### src/rtl/ask_demod_10.sv
// ASK demodulator: integrates |sample-512| over SYM_LEN samples and slices each symbol against a threshold.
// Optional feature: define ASK_DEMOD_HYST_EN for a hysteresis threshold driven by the previous decision.
module ask_demod_10 #(
    parameter int SYM_LEN = 64,
    parameter int NUM_SYM = 32
`ifdef ASK_DEMOD_HYST_EN
    ,
    parameter int HYST    = 256
`endif
) (
    input  logic        clk,
    input  logic        reset,
    input  logic        enable,
    input  logic        sample_en,
    input  logic [9:0]  data_in,
    input  logic [17:0] thresh,
    output logic        bit_out,
    output logic        bit_valid,
    output logic [17:0] level_out,
    output logic        busy,
    output logic        frame_done
);

    localparam int CNT_W = $clog2(SYM_LEN);
    localparam int SYM_W = (NUM_SYM > 1) ? $clog2(NUM_SYM) : 1;
    localparam logic [CNT_W-1:0] CNT_LAST = CNT_W'(SYM_LEN - 1);
    localparam logic [SYM_W-1:0] SYM_LAST = SYM_W'(NUM_SYM - 1);

    typedef enum logic [1:0] {IDLE, RUN, DONE} state_t;

    state_t            state_q;
    logic              en_q;
    logic [17:0]       acc_q;
    logic [CNT_W-1:0]  cnt_q;
    logic [SYM_W-1:0]  sym_q;
    logic              bit_q;
    logic              valid_q;
    logic [17:0]       level_q;
    logic              busy_q;
    logic              done_q;

    logic [9:0]        mag_d;
    logic [17:0]       sum_d;
    logic [17:0]       thr_d;
    logic              dec_d;

    // Offset-binary to magnitude; 0 maps to 512, so the result still fits 10 bits.
    function automatic logic [9:0] sample_mag(input logic [9:0] s);
        if (s[9])
            return {1'b0, s[8:0]};
        else
            return 10'd512 - s;
    endfunction

`ifdef ASK_DEMOD_HYST_EN
    logic prev_q;

    function automatic logic [17:0] hyst_thresh(input logic [17:0] t, input logic prev);
        logic [18:0] up;
        up = {1'b0, t} + 19'(HYST);
        if (prev)
            return (t >= 18'(HYST)) ? (t - 18'(HYST)) : 18'd0;
        else
            return up[18] ? 18'h3FFFF : up[17:0];
    endfunction

    assign thr_d = hyst_thresh(thresh, prev_q);
`else
    assign thr_d = thresh;
`endif

    assign mag_d = sample_mag(data_in);
    assign sum_d = acc_q + 18'(mag_d);
    assign dec_d = (sum_d >= thr_d);

    always_ff @(posedge clk or posedge reset) begin
        if (reset) begin
            state_q <= IDLE;
            en_q    <= 1'b0;
            acc_q   <= '0;
            cnt_q   <= '0;
            sym_q   <= '0;
            bit_q   <= 1'b0;
            valid_q <= 1'b0;
            level_q <= '0;
            busy_q  <= 1'b0;
            done_q  <= 1'b0;
`ifdef ASK_DEMOD_HYST_EN
            prev_q  <= 1'b0;
`endif
        end else begin
            en_q    <= enable;
            valid_q <= 1'b0;
            done_q  <= 1'b0;
            case (state_q)
                IDLE: begin
                    if (enable && !en_q) begin
                        state_q <= RUN;
                        busy_q  <= 1'b1;
                        acc_q   <= '0;
                        cnt_q   <= '0;
                        sym_q   <= '0;
`ifdef ASK_DEMOD_HYST_EN
                        prev_q  <= 1'b0;
`endif
                    end
                end
                RUN: begin
                    // A low enable wins over a symbol-completing sample: the frame is dropped silently.
                    if (!enable) begin
                        state_q <= IDLE;
                        busy_q  <= 1'b0;
                        acc_q   <= '0;
                        cnt_q   <= '0;
                        sym_q   <= '0;
                    end else if (sample_en) begin
                        if (cnt_q == CNT_LAST) begin
                            level_q <= sum_d;
                            bit_q   <= dec_d;
                            valid_q <= 1'b1;
                            acc_q   <= '0;
                            cnt_q   <= '0;
`ifdef ASK_DEMOD_HYST_EN
                            prev_q  <= dec_d;
`endif
                            if (sym_q == SYM_LAST) begin
                                state_q <= DONE;
                                busy_q  <= 1'b0;
                                done_q  <= 1'b1;
                                sym_q   <= '0;
                            end else begin
                                sym_q   <= sym_q + 1'b1;
                            end
                        end else begin
                            acc_q <= sum_d;
                            cnt_q <= cnt_q + 1'b1;
                        end
                    end
                end
                DONE: begin
                    state_q <= IDLE;
                end
                default: begin
                    state_q <= IDLE;
                    busy_q  <= 1'b0;
                end
            endcase
        end
    end

    assign bit_out    = bit_q;
    assign bit_valid  = valid_q;
    assign level_out  = level_q;
    assign busy       = busy_q;
    assign frame_done = done_q;

endmodule

### config.mk
export PLATFORM = sky130hd
export DESIGN_NAME = ask_demod_10
export DESIGN_NICKNAME = d
export VERILOG_FILES = /design/src/rtl/ask_demod_10.sv
export SDC_FILE = /design/constraint.sdc
export NUM_CORES = 1
export LEC_CHECK = 0
export CORE_MARGIN = 1
export CORE_UTILIZATION = 50
export CTS_CLUSTER_DIAMETER = 200
export DETAILED_ROUTE_END_ITERATION = 10
export GPL_TIMING_DRIVEN = 0
export PLACE_DENSITY_LB_ADDON = 0.05
export SLEW_MARGIN = 0
export SYNTH_ARGS = -nofsm -noshare
export SYNTH_HDL_FRONTEND = slang
export SYNTH_SLANG_ARGS = --single-unit
### constraint.sdc
create_clock -name clk -period 4 [get_ports clk]
set_input_delay 1 -clock clk [delete_from_list [all_inputs] [get_ports clk]]
set_output_delay 1 -clock clk [all_outputs]
set_load 0.02 [all_outputs]
==> out/notes.md, run 1 <==
The flow ran to the end, but the final reports show violations. The checks that failed: setup timing. The post-route netlist has 18.01% of its cells at a drive strength greater than 1.

In the finished layout, the clock tree contains a buffer count of 5. The number of levels in the clock H-tree was 2; the sequential cell area was 1351 um2. The run gives 64.65% for the remaining max-slew budget at the tightest pin.

Kind of cell with the highest combined delay on the critical path: AND-OR/OR-AND gates. The chip area line in the Yosys stat output reads 3545 um2. With the total wirelength of the detailed-routed design at 7881 um, the number of global-route vias before repair is 2,809. Per the OpenROAD power report, leakage power amounts to 2.158 nW. Final hold analysis gives a worst-case slack of 496.8 ps.

Total power for the finished layout comes to 1.279 mW. With the count of plain and timing-repair buffers in the layout at 68, the setup slack after layout is -90.17 ps. The worst path arrival time is 4280 ps, and the per-cell via count in the routed design is 5.440. The number of slew-limit violations in the final report came out at 0. After floorplanning, the core was sized to cover 6832 um2.

Before any placement, the netlist area is recorded as 3545 um2. The run gives 1 as the final setup violation count. The diode insertion count for antenna repair is 0. The filler cells instantiated in the layout total 570. Per the Yosys statistics, synthesis produced 366 cells. The net count after synthesis is 434. The net switching power in the latest report is 0.3891 mW. Per the CTS log, the root buffer master is sky130_fd_sc_hd__clkbuf_8. The final timing report lists a hold violation count of 0. The tools report the count of mapped cells out of synthesis as 366. For the combinational fraction of design power, the log shows 26.7%. The global routing report lists met1 layer usage as 32.09%.
run 1: path summary, 6_finish.rpt:
kind                               from             to  slack (ps)  cells past startpoint
setup / recovery             data_in[6]        bit_out         -90                     17
setup reg to reg               acc_q[0]        bit_out         670                     15
max in group asynchronous         reset       acc_q[6]        2450                      3
hold / removal             level_out[1]   level_out[1]         500                      2
min in group asynchronous         reset  level_out[16]        1010                      2
hold reg to reg            level_out[1]   level_out[1]         500                      2
run 1: cells in the mapped netlist (4+ instances only):
master	count
sky130_fd_sc_hd__buf_2	4
sky130_fd_sc_hd__ha_1	35
sky130_fd_sc_hd__nand4_1	7
sky130_fd_sc_hd__nor2b_1	4
sky130_fd_sc_hd__nor2_1	28
sky130_fd_sc_hd__nand2_1	27
sky130_fd_sc_hd__o21ai_0	19
sky130_fd_sc_hd__inv_1	33
sky130_fd_sc_hd__dfrtp_1	54
sky130_fd_sc_hd__mux2_2	15
sky130_fd_sc_hd__o21ai_1	6
sky130_fd_sc_hd__xnor2_1	14
sky130_fd_sc_hd__nand3_1	14
sky130_fd_sc_hd__nor3_1	6
sky130_fd_sc_hd__a31oi_1	4
sky130_fd_sc_hd__a21oi_1	16
sky130_fd_sc_hd__a22o_1	8
sky130_fd_sc_hd__xor2_1	9
run 1: cells by family after synthesis:
| family | after synthesis |
|---|---|
| adders and majority gates | 36 |
| buffers and inverters | 42 |
| muxes | 18 |
| AOI/OAI and AO/OA | 86 |
| DFF | 54 |
| and+or+nand+nor | 105 |
| xor gates and xnor gates | 25 |
run 1: power by group through the flow:
stage	Sequential, mW	Clock (mW)	Combinational, mW
detailed placement	0.582	0	0.331
floorplan	0.582	0	0.220
finish	0.571	0.366	0.342
global route	0.573	0.397	0.384
global placement	0.582	0	0.318
CTS	0.571	0.378	0.343
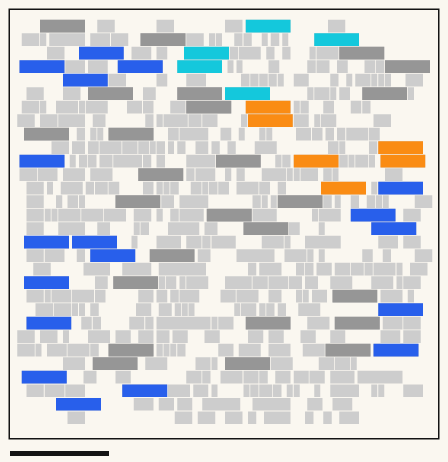
*Sequential cells grouped by signal name, run 1*
Scale bar: 20 um.
| color | netlist name | placed flops |
|---|---|---|
| orange | cnt_q | 6 |
| cyan | sym_q | 5 |
| blue | level_out | 18 |

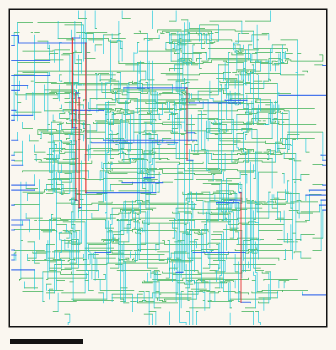
*Routed metal, one color a layer, run 1*
Scale bar: 20 um.
| color | layer | wire length |
|---|---|---|
| red | M4 | 174 um |
| green | M1 | 3,810 um |
| cyan | M2 | 3,600 um |
| blue | M3 | 297 um |

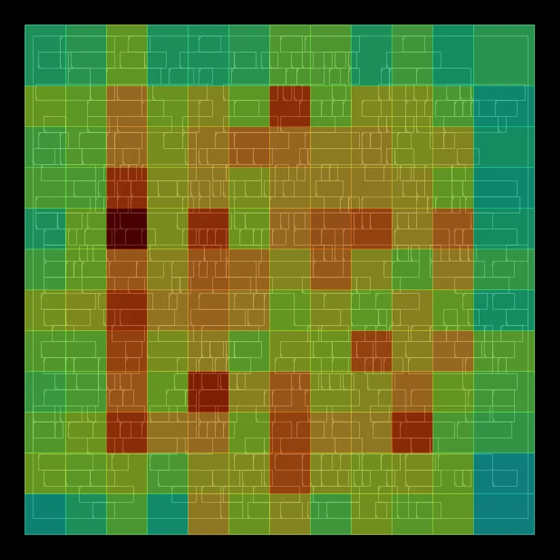
*Routing congestion map, run 1*
gr busiest metal: met2
GR Layer Usage met2: 36.51%

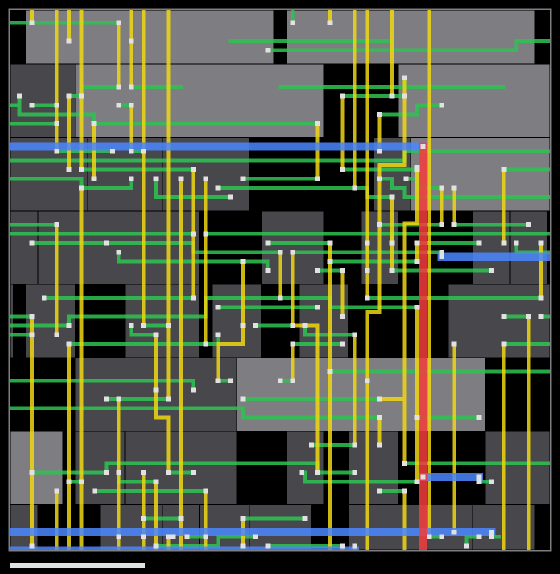
*Layout detail, run 1*
Scale bar: 5 um. Window x 33 to 53, y 50 to 70 um. Cells in gray, sequential cells in the stronger gray; small squares are vias.
| color | layer |
|---|---|
| green | M1 |
| yellow | M2 |
| red | M4 |
| blue | M3 |
cells with their middle in the window: 33
netlist names of flops here include: acc_q (2), cnt_q (2)
most frequent: dfrtp_1 (6), nor2_1 (3)
sequential cells in the window: 6

==> run 1 -> run 2 <==
==> constraint.sdc (replaced) <==
create_clock -name clk -period 4.5 [get_ports clk]
set_input_delay 1.125 -clock clk [delete_from_list [all_inputs] [get_ports clk]]
set_output_delay 1.125 -clock clk [all_outputs]
set_load 0.02 [all_outputs]
==> run 2 against run 1 <==
  * The run now ends clean
  * Critical path depth increased by 2
  * Die size unchanged
  * Largest power group unchanged
  * Synthesized area unchanged
  * Highest routed layer unchanged
  * Setup slack improved by 280 ps
  * Combinational power decreased by 6.4%
  * First-iteration DRC count increased by 23%
==> out/notes.md, run 2 <==
Count of final hold-check violations: 0. For this run, the chip area from Yosys synthesis comes to 3545 um2. The power of the sequential group is 0.508 mW.

The run gives 2.205 nW as the leakage power summed over all cells. The fraction of power spent switching nets was 31.33%. The reported combinational group power is 0.320 mW, and the setup slack after layout is 194.0 ps. For the worst path arrival time, the log shows 4540 ps. After synthesis, the most frequently instantiated cells are sky130_fd_sc_hd__dfrtp_1 (54), sky130_fd_sc_hd__ha_1 (35), sky130_fd_sc_hd__inv_1 (33).

The run gives 0 for the number of slew-limit violations in the final report. The run gives 5.409 for the per-cell via count in the routed design. The synthesis stats list as the most numerous cell sky130_fd_sc_hd__dfrtp_1.

The run finished with clean final reports. The peak clock frequency supported by timing was 232.2 MHz. In this run the power spent charging and discharging nets is 0.3497 mW. Synthesized area: 3545 um2. The number of cells traversed by the worst register-to-register path works out to 15. Looking at the group totals, the largest power group turns out to be sequential cells.

Synthesis handed over a netlist of 366 instances. Combinational logic burns 28.7% of the power. The root buffer cell is sky130_fd_sc_hd__clkbuf_8. The growth of design area from synthesis to finish works out to 27.25%.

The run gives 0 as the final setup violation count. The tools report the diode insertion count for antenna repair as 0. Number of global-route vias before repair: 2,847. The total overflow left after global routing is 0. The classification of the worst-slack hold path was flop to flop. In the Yosys report the total cell count is 366. The net count after synthesis is 434. The post-route netlist has 19.69% of its cells at a drive strength greater than 1. Hold is met by 485.2 ps. The run gives 578 for the number of fillers in the final layout. The run gives 0.288 mW as the clock group total power.
## run 2: netlist changes by cell type in the layout (fill, tap and decap cells not counted), sizes merged
cell          before  now
buf               20   27
dlygate4sd2        1    0
dlymetal6s2s       0    3
clkbuf             8   13
bufinv             1    0
clkinvlp           0    1
## run 2: worst paths after layout
kind / from / end / slack (ps)
min in group asynchronous: reset / bit_valid / 1180
max in group asynchronous: reset / level_out[1] / 2750
min reg2reg: level_out[0] / level_out[0] / 490
min: level_out[0] / level_out[0] / 490
max: data_in[0] / bit_out / 190
max reg2reg: acc_q[0] / bit_out / 1120
## run 2: layout make-up
cell class / count / area (um2) / area share, %
clock inverter: 2 / 12.51 / 0.2774
multi-input combinational: 270 / 2097 / 46.49
clock buffer: 6 / 82.58 / 1.831
sequential: 54 / 1351 / 29.96
timing repair buffer: 73 / 678.2 / 15.03
buffer: 8 / 38.79 / 0.8599
tap: 96 / 120.1 / 2.663
inverter: 34 / 130.1 / 2.885
## run 2: critical path: cells and delay by family
| family | cells | cell delay, ps |
|---|---|---|
| AND-OR/OR-AND | 9 | 1500 |
| adder cells (fa/ha/maj) | 3 | 790 |
| AND/OR/NAND/NOR | 3 | 570 |
| XOR/XNOR | 2 | 340 |
| buffers and inverters | 2 | 210 |
## run 2: what timing repair did
item,CTS,global route
setup buffers,13,7
endpoints found under the setup margin,1,1
cloned,0,0
resized,13,28
pin swaps,19,23
## run 2: routing by layer
layer	vias to the layer above	global-route usage [%]	share of wire [%]
met3	13	3.714	4.5
li1	1455	-	-
met5	-	0	0
met4	0	8.485	2.1
met1	1392	32.58	48
met2	77	35.79	46
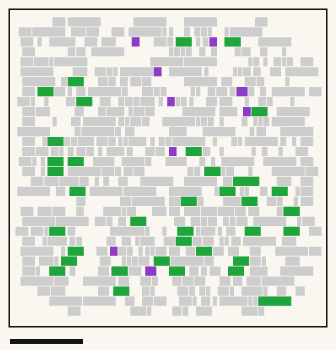
*Gate-type map, run 2*
Scale bar: 20 um.
| color | family | cells | most used |
|---|---|---|---|
| purple | and/or cells | 9 | and3_1 |
| green | fa/ha/maj cells | 36 | ha_1 |

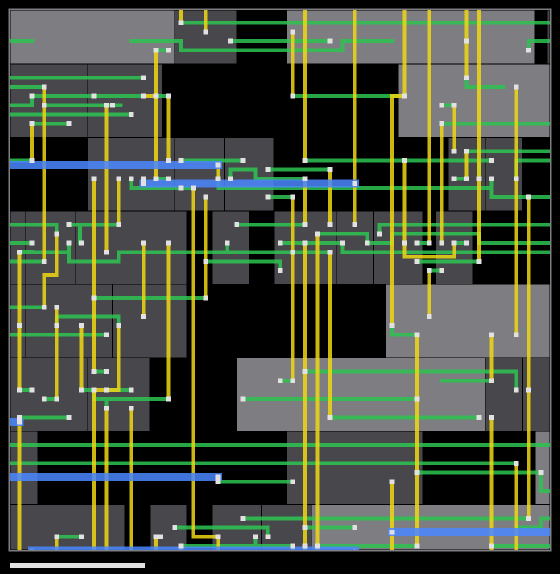
*Layout detail, run 2*
Scale bar: 5 um. Window x 33 to 53, y 50 to 70 um. Cells in gray, sequential cells in the stronger gray; small squares are vias.
| color | layer |
|---|---|
| yellow | M2 |
| blue | M3 |
| green | M1 |
netlist names of flops here include: acc_q (3), cnt_q (2)
sequential cells in the window: 6
cells with their middle in the window: 32
most frequent: dfrtp_1 (6), nor2_1 (3)

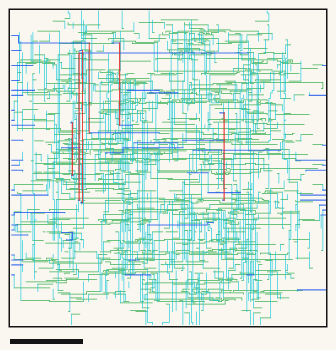
*Routed metal, one color a layer, run 2*
Scale bar: 20 um.
| color | layer | wire length |
|---|---|---|
| green | M1 | 3,830 um |
| red | M4 | 167 um |
| cyan | M2 | 3,670 um |
| blue | M3 | 362 um |
via count: 2,937
Total Routed Length: 8029 um
routed len/inst: 14.79 um

==> run 2 -> run 3 <==
--- a/config.mk
+++ b/config.mk
@@ -5,6 +5,7 @@
 export SDC_FILE = /design/constraint.sdc
 export NUM_CORES = 1
 export LEC_CHECK = 0
+export CORE_ASPECT_RATIO = 1.4
 export CORE_MARGIN = 1
 export CORE_UTILIZATION = 50
 export CTS_CLUSTER_DIAMETER = 200
==> run 3 against run 2 <==
  * Die size barely moved
  * Sequential share of layout area rose by 0.058 points
  * Largest cell class unchanged
  * Final cell count fell by 1.8%
  * First-iteration DRC count fell by 16%
  * Setup slack got worse by 3.7 ps
  * Total power rose by 0.82%
  * Critical path depth rose by 1
==> out/notes.md, run 3 <==
The run finished with clean final reports. The number of cells traversed by the worst register-to-register path works out to 16. Post-CTS timing repair inserted 7 buffers for setup. For this block, the via count after detailed routing is 2,931. The beginning of the critical path is data_in[0].

The run gives 75 for the count of plain and timing-repair buffers in the layout. For the final hold slack, the log shows 494.4 ps. The largest cell class by area is logic gates.

Per the layout report, the design carries 7 clock buffers. The diode insertion count for antenna repair was 0. The highest clock rate this design can be run at is 232.0 MHz.

Recorded from the global router log, the overflow total was 0. The number of standard cells reported by yosys is 366, and the worst path arrival time is 4510 ps. Summed over all cells, the static leakage comes to 2.211 nW.

In the power breakdown, the biggest contributor is sequential cells. Across all setup checks in the final design, the least slack found is 190.3 ps. Summed over all nets, the switching power comes to 0.3485 mW. The root buffer cell was sky130_fd_sc_hd__clkbuf_8. For the number of levels in the clock H-tree, the log shows 2.

For the synthesized area, the log shows 3545 um2. The share of post-route cells with drive strength above 1 came out at 17.91%. The detailed router reports a met2 wire length of 4227 um.

The length of routed met3 wiring came out at 184 um.
-- run 3: netlist changes by cell type in the layout (fill, tap and decap cells not counted), moves of 2 or more --
cell / delta
sky130_fd_sc_hd__ha_2: +2
sky130_fd_sc_hd__dlymetal6s2s_1: +2
sky130_fd_sc_hd__inv_2: -3
sky130_fd_sc_hd__buf_4: -7
sky130_fd_sc_hd__ha_1: -2
sky130_fd_sc_hd__inv_1: +3
-- run 3: cell families (layout without fill, tap and decap cells) --
kind of cell | count (synthesis) | after routing | share of synthesized area [%]
AND-OR/OR-AND | 86 | 86 | 17.23
multiplexers | 18 | 18 | 5.895
flip-flops | 54 | 54 | 38.12
adder cells (fa/ha/maj) | 36 | 36 | 12.92
AND/OR/NAND/NOR | 105 | 105 | 14.47
XOR/XNOR | 25 | 25 | 6.601
buffers and inverters | 42 | 117 | 4.765
-- run 3: critical path, cell delays in order --
cell and delay [ps]:
sky130_fd_sc_hd__clkbuf_2 150, sky130_fd_sc_hd__inv_1 60, sky130_fd_sc_hd__ha_1 210, sky130_fd_sc_hd__nor2b_4 150, sky130_fd_sc_hd__a21oi_2 160, sky130_fd_sc_hd__xor2_1 190
sky130_fd_sc_hd__ha_2 320, sky130_fd_sc_hd__o21ai_2 140, sky130_fd_sc_hd__a31oi_2 70, sky130_fd_sc_hd__a221o_2 430, sky130_fd_sc_hd__buf_4 160, sky130_fd_sc_hd__nor2_2 160
sky130_fd_sc_hd__xnor2_1 190, sky130_fd_sc_hd__ha_1 280, sky130_fd_sc_hd__nand4_1 130, sky130_fd_sc_hd__buf_4 130, sky130_fd_sc_hd__buf_4 90, sky130_fd_sc_hd__nor2_1 30
sky130_fd_sc_hd__a211oi_1 230, sky130_fd_sc_hd__a2bb2oi_1 100
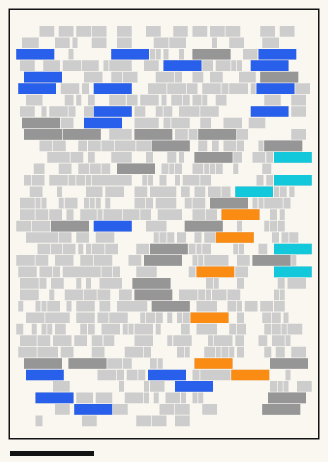
*Sequential cells grouped by signal name, run 3*
Scale bar: 20 um.
| color | netlist name | placed flops |
|---|---|---|
| cyan | sym_q | 5 |
| blue | level_out | 18 |
| orange | cnt_q | 6 |
not colored: 25
end-of-flow core utilization: 67.19%
Seq. pwr: 0.509 mW
proportion of cell area occupied by registers: 30.02%
sequential cell area: 1351 um2

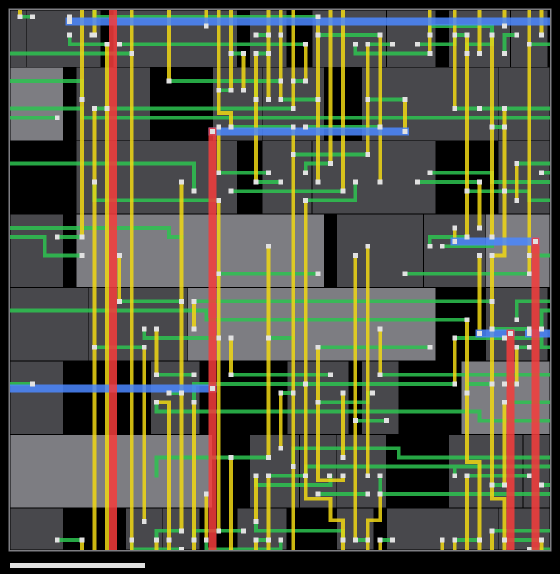
*Layout detail, run 3*
Scale bar: 5 um. Window x 27 to 47, y 61 to 81 um. Cells in gray, sequential cells in the stronger gray; small squares are vias.
| color | layer |
|---|---|
| blue | M3 |
| yellow | M2 |
| green | M1 |
| red | M4 |
most frequent: nor2_1 (4), buf_4 (4)
netlist names of flops here include: acc_q (3)
sequential cells in the window: 3
cells with their middle in the window: 37

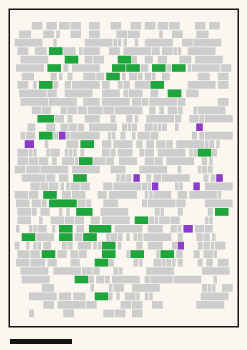
*Gate-type map, run 3*
Scale bar: 20 um.
| color | family | cells | most used |
|---|---|---|---|
| purple | and/or cells | 9 | and3_1 |
| green | fa/ha/maj cells | 36 | ha_1 |

Power figures rest on the tool's default switching activity, not on a simulated workload.
